Figure 1. Met3 routing.
(8 px per µm)
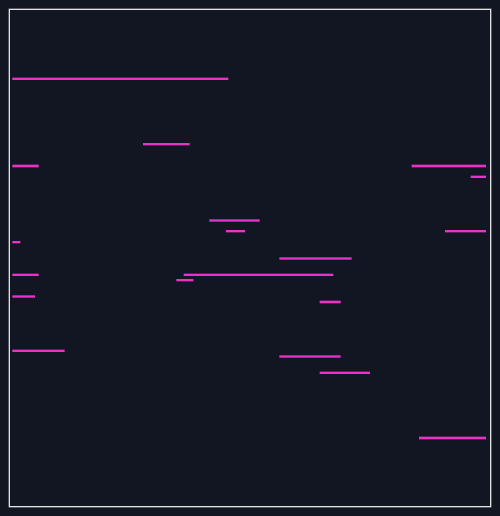
Figure 2. The clock network.
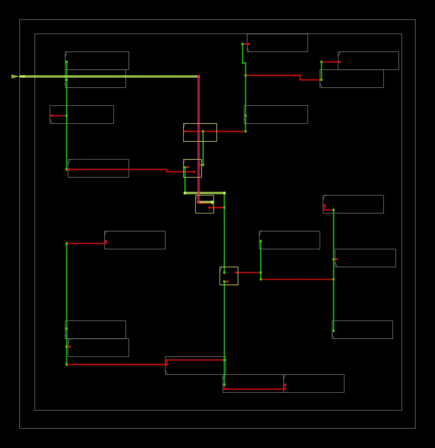
Figure 3. Where the registers sit.
(6 px per µm) Other sequential cells in the stronger grey, the rest of the logic in the fainter grey.
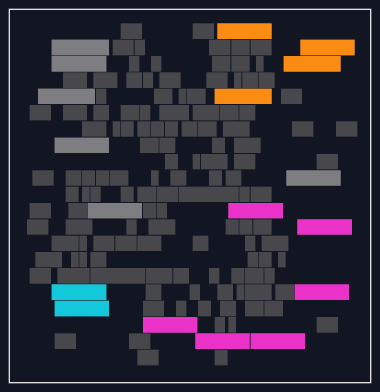
Figure 4. Wiring heat map.
(6 px per µm) 12 x 12 tiles, from black (low) to pale yellow (high), scaled to the fullest tile. Values are wire area over tile area, all layers added.
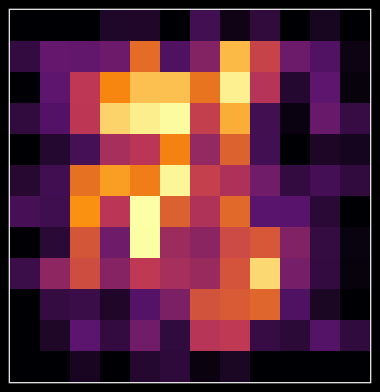
**src/rtl/countdown_timer_pkg.sv**
```systemverilog
// Shared types and defaults for the prescaled countdown timer controller.
// Optional feature macro used by the controller: COUNTDOWN_AUTO_RELOAD_EN.
package countdown_timer_pkg;

    localparam int DEFAULT_TICK_DIV   = 51;
    localparam int DEFAULT_TIMER_W    = 4;
    localparam int DEFAULT_INIT_VALUE = 9;

    localparam logic [1:0] ST_IDLE_ENC  = 2'd0;
    localparam logic [1:0] ST_RUN_ENC   = 2'd1;
    localparam logic [1:0] ST_PAUSE_ENC = 2'd2;
    localparam logic [1:0] ST_DONE_ENC  = 2'd3;

    typedef enum logic [1:0] {
        ST_IDLE  = ST_IDLE_ENC,
        ST_RUN   = ST_RUN_ENC,
        ST_PAUSE = ST_PAUSE_ENC,
        ST_DONE  = ST_DONE_ENC
    } state_t;

endpackage

```
**src/rtl/countdown_timer_ctrl_if.sv**
```systemverilog
// Control/status bundle between the game logic (master) and the timer controller (slave).
interface countdown_timer_ctrl_if #(
    parameter int TIMER_W = countdown_timer_pkg::DEFAULT_TIMER_W
);
    import countdown_timer_pkg::*;

    logic               start;
    logic               pause;
    logic               resume;
    logic               abort;
    logic               load_en;
    logic [TIMER_W-1:0] load_value;
    logic [TIMER_W-1:0] timer;
    logic               tick;
    logic               expired;
    logic               done;
    state_t             state;

    modport master (
        output start, pause, resume, abort, load_en, load_value,
        input  timer, tick, expired, done, state
    );

    modport slave (
        input  start, pause, resume, abort, load_en, load_value,
        output timer, tick, expired, done, state
    );

endinterface

```
**src/rtl/tick_prescaler.sv**
```systemverilog
// Free-running modulo-TICK_DIV counter; tick_next flags that the coming edge wraps it.
module tick_prescaler #(
    parameter int TICK_DIV = countdown_timer_pkg::DEFAULT_TICK_DIV
) (
    input  logic clk,
    input  logic reset_n,
    input  logic en,
    input  logic clr,
    output logic tick_next
);

    localparam int               CNT_W = (TICK_DIV > 2) ? $clog2(TICK_DIV) : 1;
    localparam logic [CNT_W-1:0] LAST  = CNT_W'(TICK_DIV - 1);
    localparam logic [CNT_W-1:0] ONE   = CNT_W'(1);

    logic [CNT_W-1:0] cnt_q;

    // NOTE: sequential state is written with non-blocking assignments only, so every
    // flop samples the pre-edge values regardless of process evaluation order.
    always_ff @(posedge clk or negedge reset_n) begin
        if (!reset_n) begin
            cnt_q <= '0;
        end else if (clr) begin
            cnt_q <= '0;
        end else if (en) begin
            cnt_q <= (cnt_q == LAST) ? '0 : cnt_q + ONE;
        end
    end

    assign tick_next = en && (cnt_q == LAST);

endmodule

```
**src/rtl/countdown_timer_ctrl.sv**
```systemverilog
// Start/pause/resume/abort sequencing around a prescaled down-counter.
// Define COUNTDOWN_AUTO_RELOAD_EN for periodic mode (reload on expiry instead of DONE).
module countdown_timer_ctrl
    import countdown_timer_pkg::*;
#(
    parameter int TICK_DIV   = DEFAULT_TICK_DIV,
    parameter int TIMER_W    = DEFAULT_TIMER_W,
    parameter int INIT_VALUE = DEFAULT_INIT_VALUE
) (
    input logic                   clk,
    input logic                   reset_n,
    countdown_timer_ctrl_if.slave bus
);

    localparam logic [TIMER_W-1:0] INIT_W = TIMER_W'(INIT_VALUE);
    localparam logic [TIMER_W-1:0] ONE_W  = TIMER_W'(1);

    state_t             state_q, state_d;
    logic [TIMER_W-1:0] timer_q, timer_d;
    logic [TIMER_W-1:0] reload_q, reload_d;
    logic [TIMER_W-1:0] idle_timer;
    logic               tick_q, tick_d;
    logic               expired_q, expired_d;
    logic               ps_en, ps_clr, tick_next;

    tick_prescaler #(
        .TICK_DIV (TICK_DIV)
    ) u_prescaler (
        .clk       (clk),
        .reset_n   (reset_n),
        .en        (ps_en),
        .clr       (ps_clr),
        .tick_next (tick_next)
    );

    // A load and a start in the same IDLE cycle start from the freshly loaded value.
    assign idle_timer = bus.load_en ? bus.load_value : timer_q;

    // NOTE: every signal driven here gets a default first, so no path leaves a
    // variable unassigned and no latch is inferred.
    always_comb begin
        state_d   = state_q;
        timer_d   = timer_q;
        reload_d  = reload_q;
        tick_d    = 1'b0;
        expired_d = 1'b0;
        ps_en     = 1'b0;
        ps_clr    = 1'b0;

        unique case (state_q)
            ST_IDLE: begin
                if (bus.load_en) begin
                    reload_d = bus.load_value;
                    timer_d  = bus.load_value;
                end
                if (bus.start) begin
                    ps_clr = 1'b1;
                    if (idle_timer == '0) begin
                        state_d   = ST_DONE;
                        expired_d = 1'b1;
                    end else begin
                        state_d = ST_RUN;
                    end
                end
            end

            ST_RUN: begin
                if (bus.abort) begin
                    state_d = ST_IDLE;
                    timer_d = reload_q;
                    ps_clr  = 1'b1;
                end else if (bus.pause) begin
                    state_d = ST_PAUSE;
                end else begin
                    ps_en = 1'b1;
                    if (tick_next && (timer_q != '0)) begin
                        tick_d  = 1'b1;
                        timer_d = timer_q - ONE_W;
                        if (timer_q == ONE_W) begin
                            expired_d = 1'b1;
`ifdef COUNTDOWN_AUTO_RELOAD_EN
                            timer_d   = reload_q;
`else
                            state_d   = ST_DONE;
`endif
                        end
                    end
                end
            end

            ST_PAUSE: begin
                if (bus.abort) begin
                    state_d = ST_IDLE;
                    timer_d = reload_q;
                    ps_clr  = 1'b1;
                end else if (bus.resume) begin
                    state_d = ST_RUN;
                end
            end

            ST_DONE: begin
                if (bus.abort) begin
                    state_d = ST_IDLE;
                    timer_d = reload_q;
                    ps_clr  = 1'b1;
                end else if (bus.start) begin
                    ps_clr = 1'b1;
                    // Restarting with a zero reload value expires again immediately.
                    if (reload_q == '0) begin
                        expired_d = 1'b1;
                    end else begin
                        state_d = ST_RUN;
                        timer_d = reload_q;
                    end
                end
            end

            default: begin
                state_d = ST_IDLE;
            end
        endcase
    end

    always_ff @(posedge clk or negedge reset_n) begin
        if (!reset_n) begin
            state_q   <= ST_IDLE;
            timer_q   <= INIT_W;
            reload_q  <= INIT_W;
            tick_q    <= 1'b0;
            expired_q <= 1'b0;
        end else begin
            state_q   <= state_d;
            timer_q   <= timer_d;
            reload_q  <= reload_d;
            tick_q    <= tick_d;
            expired_q <= expired_d;
        end
    end

    assign bus.timer   = timer_q;
    assign bus.tick    = tick_q;
    assign bus.expired = expired_q;
    assign bus.done    = (state_q == ST_DONE);
    assign bus.state   = state_q;

endmodule
```
**src/flat_wrapper.sv**
```systemverilog
// flat-port wrapper written by rule: the top's interface ports become plain ports
module countdown_timer_ctrl_flat import countdown_timer_pkg::*;
#(
    parameter int TICK_DIV   = DEFAULT_TICK_DIV,
    parameter int TIMER_W    = DEFAULT_TIMER_W,
    parameter int INIT_VALUE = DEFAULT_INIT_VALUE
)
  (clk, reset_n, bus_start, bus_pause, bus_resume, bus_abort, bus_load_en, bus_load_value, bus_timer, bus_tick, bus_expired, bus_done, bus_state);
  countdown_timer_ctrl_if #(.TIMER_W(TIMER_W)) bus_i ();
  input logic clk;
  input logic reset_n;
  input wire logic [$bits(bus_i.start)-1:0] bus_start;
  input wire logic [$bits(bus_i.pause)-1:0] bus_pause;
  input wire logic [$bits(bus_i.resume)-1:0] bus_resume;
  input wire logic [$bits(bus_i.abort)-1:0] bus_abort;
  input wire logic [$bits(bus_i.load_en)-1:0] bus_load_en;
  input wire logic [$bits(bus_i.load_value)-1:0] bus_load_value;
  output wire logic [$bits(bus_i.timer)-1:0] bus_timer;
  output wire logic [$bits(bus_i.tick)-1:0] bus_tick;
  output wire logic [$bits(bus_i.expired)-1:0] bus_expired;
  output wire logic [$bits(bus_i.done)-1:0] bus_done;
  output wire logic [$bits(bus_i.state)-1:0] bus_state;
  assign bus_i.start = bus_start;
  assign bus_i.pause = bus_pause;
  assign bus_i.resume = bus_resume;
  assign bus_i.abort = bus_abort;
  assign bus_i.load_en = bus_load_en;
  assign bus_i.load_value = bus_load_value;
  assign bus_timer = bus_i.timer;
  assign bus_tick = bus_i.tick;
  assign bus_expired = bus_i.expired;
  assign bus_done = bus_i.done;
  assign bus_state = bus_i.state;
  countdown_timer_ctrl #(.TICK_DIV(TICK_DIV), .TIMER_W(TIMER_W), .INIT_VALUE(INIT_VALUE)) u_core (.clk(clk), .reset_n(reset_n), .bus(bus_i));
endmodule
```
**config.mk**
```make
export PLATFORM = sky130hd
export DESIGN_NAME = countdown_timer_ctrl_flat
export DESIGN_NICKNAME = d
export VERILOG_FILES = /design/src/rtl/countdown_timer_pkg.sv /design/src/rtl/countdown_timer_ctrl_if.sv /design/src/rtl/tick_prescaler.sv /design/src/rtl/countdown_timer_ctrl.sv /design/src/flat_wrapper.sv
export SDC_FILE = /design/constraint.sdc
export NUM_CORES = 1
export LEC_CHECK = 0
export CELL_PAD_IN_SITES_DETAIL_PLACEMENT = 0
export CELL_PAD_IN_SITES_GLOBAL_PLACEMENT = 1
export CORE_AREA = 2 2 58 60
export DETAILED_ROUTE_END_ITERATION = 12
export DIE_AREA = 0 0 60 62
export PLACE_DENSITY_LB_ADDON = 0.08
export SETUP_SLACK_MARGIN = 0.4
export SYNTH_ARGS = -nofsm -noshare
export SYNTH_HDL_FRONTEND = slang
export SYNTH_SLANG_ARGS = --single-unit
export TNS_END_PERCENT = 10
```
**constraint.sdc**
```tcl
create_clock -name clk -period 2.6 [get_ports clk]
set_clock_uncertainty 0.15 [all_clocks]
set_input_delay 0.26 -clock clk [delete_from_list [all_inputs] [get_ports clk]]
set_output_delay 0.26 -clock clk [all_outputs]
set_load 0.01 [all_outputs]
```
==> results.rst <==
Physical design figures
=======================

.. list-table::
   :header-rows: 1

   * - Metric
     - Value
   * - Run status
     - completed
   * - Power Dens Cells
     - 954 nW/µm²
   * - Initial antenna violation count
     - 0
   * - Synth unique cells
     - 42
   * - Category of the critical setup timing path
     - flop to flop
   * - Setup TNS
     - 0 ps
   * - Final setup viols
     - 0
   * - Transition time at the pin with the least slew margin
     - 846 ps
   * - Multiplexer share of the synthesized area
     - 6.09%
   * - Overflow left after global routing
     - 0
   * - Pin count of the biggest net entering global routing
     - 19
   * - Net total in the final layout
     - 167
   * - Nature of the critical path endpoint
     - flop
   * - Highest Clock Rate
     - 0.455 GHz
   * - Longest Clk Path Bufs
     - 2
   * - Commonest flop
     - sky130_fd_sc_hd__dfrtp_1
   * - Number of cell instances after yosys synthesis
     - 121
   * - Max rail drop VDD
     - 0.472 mV
   * - Starting density of the core
     - 38.8%
   * - Core area
     - 3180 µm²
   * - DPL Wire Length
     - 2.21 mm
   * - Synth Net Count
     - 142
   * - Register containing the most flip-flops in the final layout
     - u_core.u_prescaler.cnt_q
   * - Most common library cell in the layout ignoring fill and taps
     - sky130_fd_sc_hd__clkdlybuf4s50_1
   * - Final Hold Violating Endpoints
     - 0
   * - Synthesis Warnings
     - 0
   * - Setup repair after global routing missed its margin
     - true
   * - Hold WC Path Type
     - input pin to async pin
   * - Final max-slew violation count
     - 0
   * - Total instance count after detailed placement
     - 186
About Figure 1:
longest straight run	26.7 µm
wire length on this layer	124 µm
main direction	horizontal
M3 GR Usage: 2.48%
number of vias in the routed layout: 1017
detailed-route wire length: 2.91 mm

About Figure 2:
clkbuf count: 4
Clk Latency, worst-skew pair: 300 ps
TritonCTS buffer count: 3
clock tree sinks: 18

About Figure 3:
signal	colour	placed flops
`u_core.u_prescaler.cnt_q`	magenta	6
`u_core.bus.state`	cyan	2
`u_core.bus.timer`	orange	4
not coloured	6

About Figure 4:
emptiest ninth of the die	south-west
mean over tiles	0.12
densest ninth of the die	centre
nearly empty tiles	15%
post-DR wirelength/cell: 15.3 µm
global-route usage over all layers: 17.0%

[area by class of cell]
| type | instances | area (µm²) | area share [%] |
|---|---|---|---|
| multi-input combinational | 93 | 772 | 49.4 |
| clock buffer | 4 | 36.3 | 2.32 |
| inverter | 8 | 30.0 | 1.92 |
| tap | 46 | 57.6 | 3.68 |
| timing repair buffer | 22 | 213 | 13.6 |
| sequential | 18 | 455 | 29.1 |
[layer usage]
layer	share of wire (%)	wire [µm]	vias to the layer above	global-route usage [%]
li1	-	-	509	-
met1	48	1410	480	24.2
met2	47	1360	26	27.0
met3	4.2	123	2	2.48
met4	0.65	19	0	4.76
met5	0	0	-	0
[path summary, 6_finish.rpt]
kind | start | slack (ps) | depth (start not counted) | to
setup / recovery | u_core.bus.state[1] | 400 | 6 | u_core.bus.timer[3]
hold / removal | reset_n | 280 | 1 | u_core.u_prescaler.cnt_q[4]
setup reg to reg | u_core.bus.state[1] | 400 | 6 | u_core.bus.timer[3]
hold reg to reg | u_core.u_prescaler.cnt_q[0] | 400 | 1 | u_core.u_prescaler.cnt_q[0]
max in group asynchronous | reset_n | 1490 | 1 | u_core.reload_q[1]
min in group clk | u_core.u_prescaler.cnt_q[0] | 400 | 1 | u_core.u_prescaler.cnt_q[0]
[critical path: stages (launching register included)]
cell	delay [ps]
sky130_fd_sc_hd__dfrtp_1	440
sky130_fd_sc_hd__inv_2	120
sky130_fd_sc_hd__ha_4	170
sky130_fd_sc_hd__or3b_4	430
sky130_fd_sc_hd__o41ai_4	340
sky130_fd_sc_hd__o2111a_2	290
sky130_fd_sc_hd__a2bb2oi_1	180
[metrics by stage]
step	power (mW)	worst slack (ps)	instance area, µm²	hold WS, ps	util [%]
after floorplan	1.01	457	1230	-186	-
after global placement	1.28	336	1490	361	46.8
after detailed placement	1.27	278	1490	382	46.8
after CTS	1.48	384	1540	315	48.5
after global routing	1.61	314	1560	344	49.2
final	1.49	403	1560	284	49.2
[cell usage after synthesis (2+ instances only)]
master	instances	area [µm²]
sky130_fd_sc_hd__dfrtp_1	14	350
sky130_fd_sc_hd__ha_1	10	125
sky130_fd_sc_hd__inv_1	8	30.0
sky130_fd_sc_hd__nand2b_1	7	43.8
sky130_fd_sc_hd__o21ai_0	7	35.0
sky130_fd_sc_hd__o2bb2ai_1	6	52.6
sky130_fd_sc_hd__a21oi_1	5	25.0
sky130_fd_sc_hd__dfstp_2	4	105
sky130_fd_sc_hd__mux2_2	4	45.0
sky130_fd_sc_hd__nand3_1	4	20.0
sky130_fd_sc_hd__or3_1	4	25.0
sky130_fd_sc_hd__a2bb2oi_1	3	26.3
sky130_fd_sc_hd__a32oi_1	3	26.3
sky130_fd_sc_hd__mux2i_1	3	30.0
sky130_fd_sc_hd__nand2_1	3	11.3
sky130_fd_sc_hd__or2_2	3	18.8
sky130_fd_sc_hd__or4_1	3	22.5
sky130_fd_sc_hd__a21o_1	2	15.0
sky130_fd_sc_hd__clkbuf_1	2	7.51
sky130_fd_sc_hd__nor2_1	2	7.51
sky130_fd_sc_hd__nor3_1	2	10.0
sky130_fd_sc_hd__xor2_1	2	17.5
[power by group]
part | internal (mW) | switching, mW
logic | 0.420 | 0.402
clock network | 0.0853 | 0.0924
registers | 0.391 | 0.101
Power and IR drop assume default switching activity.
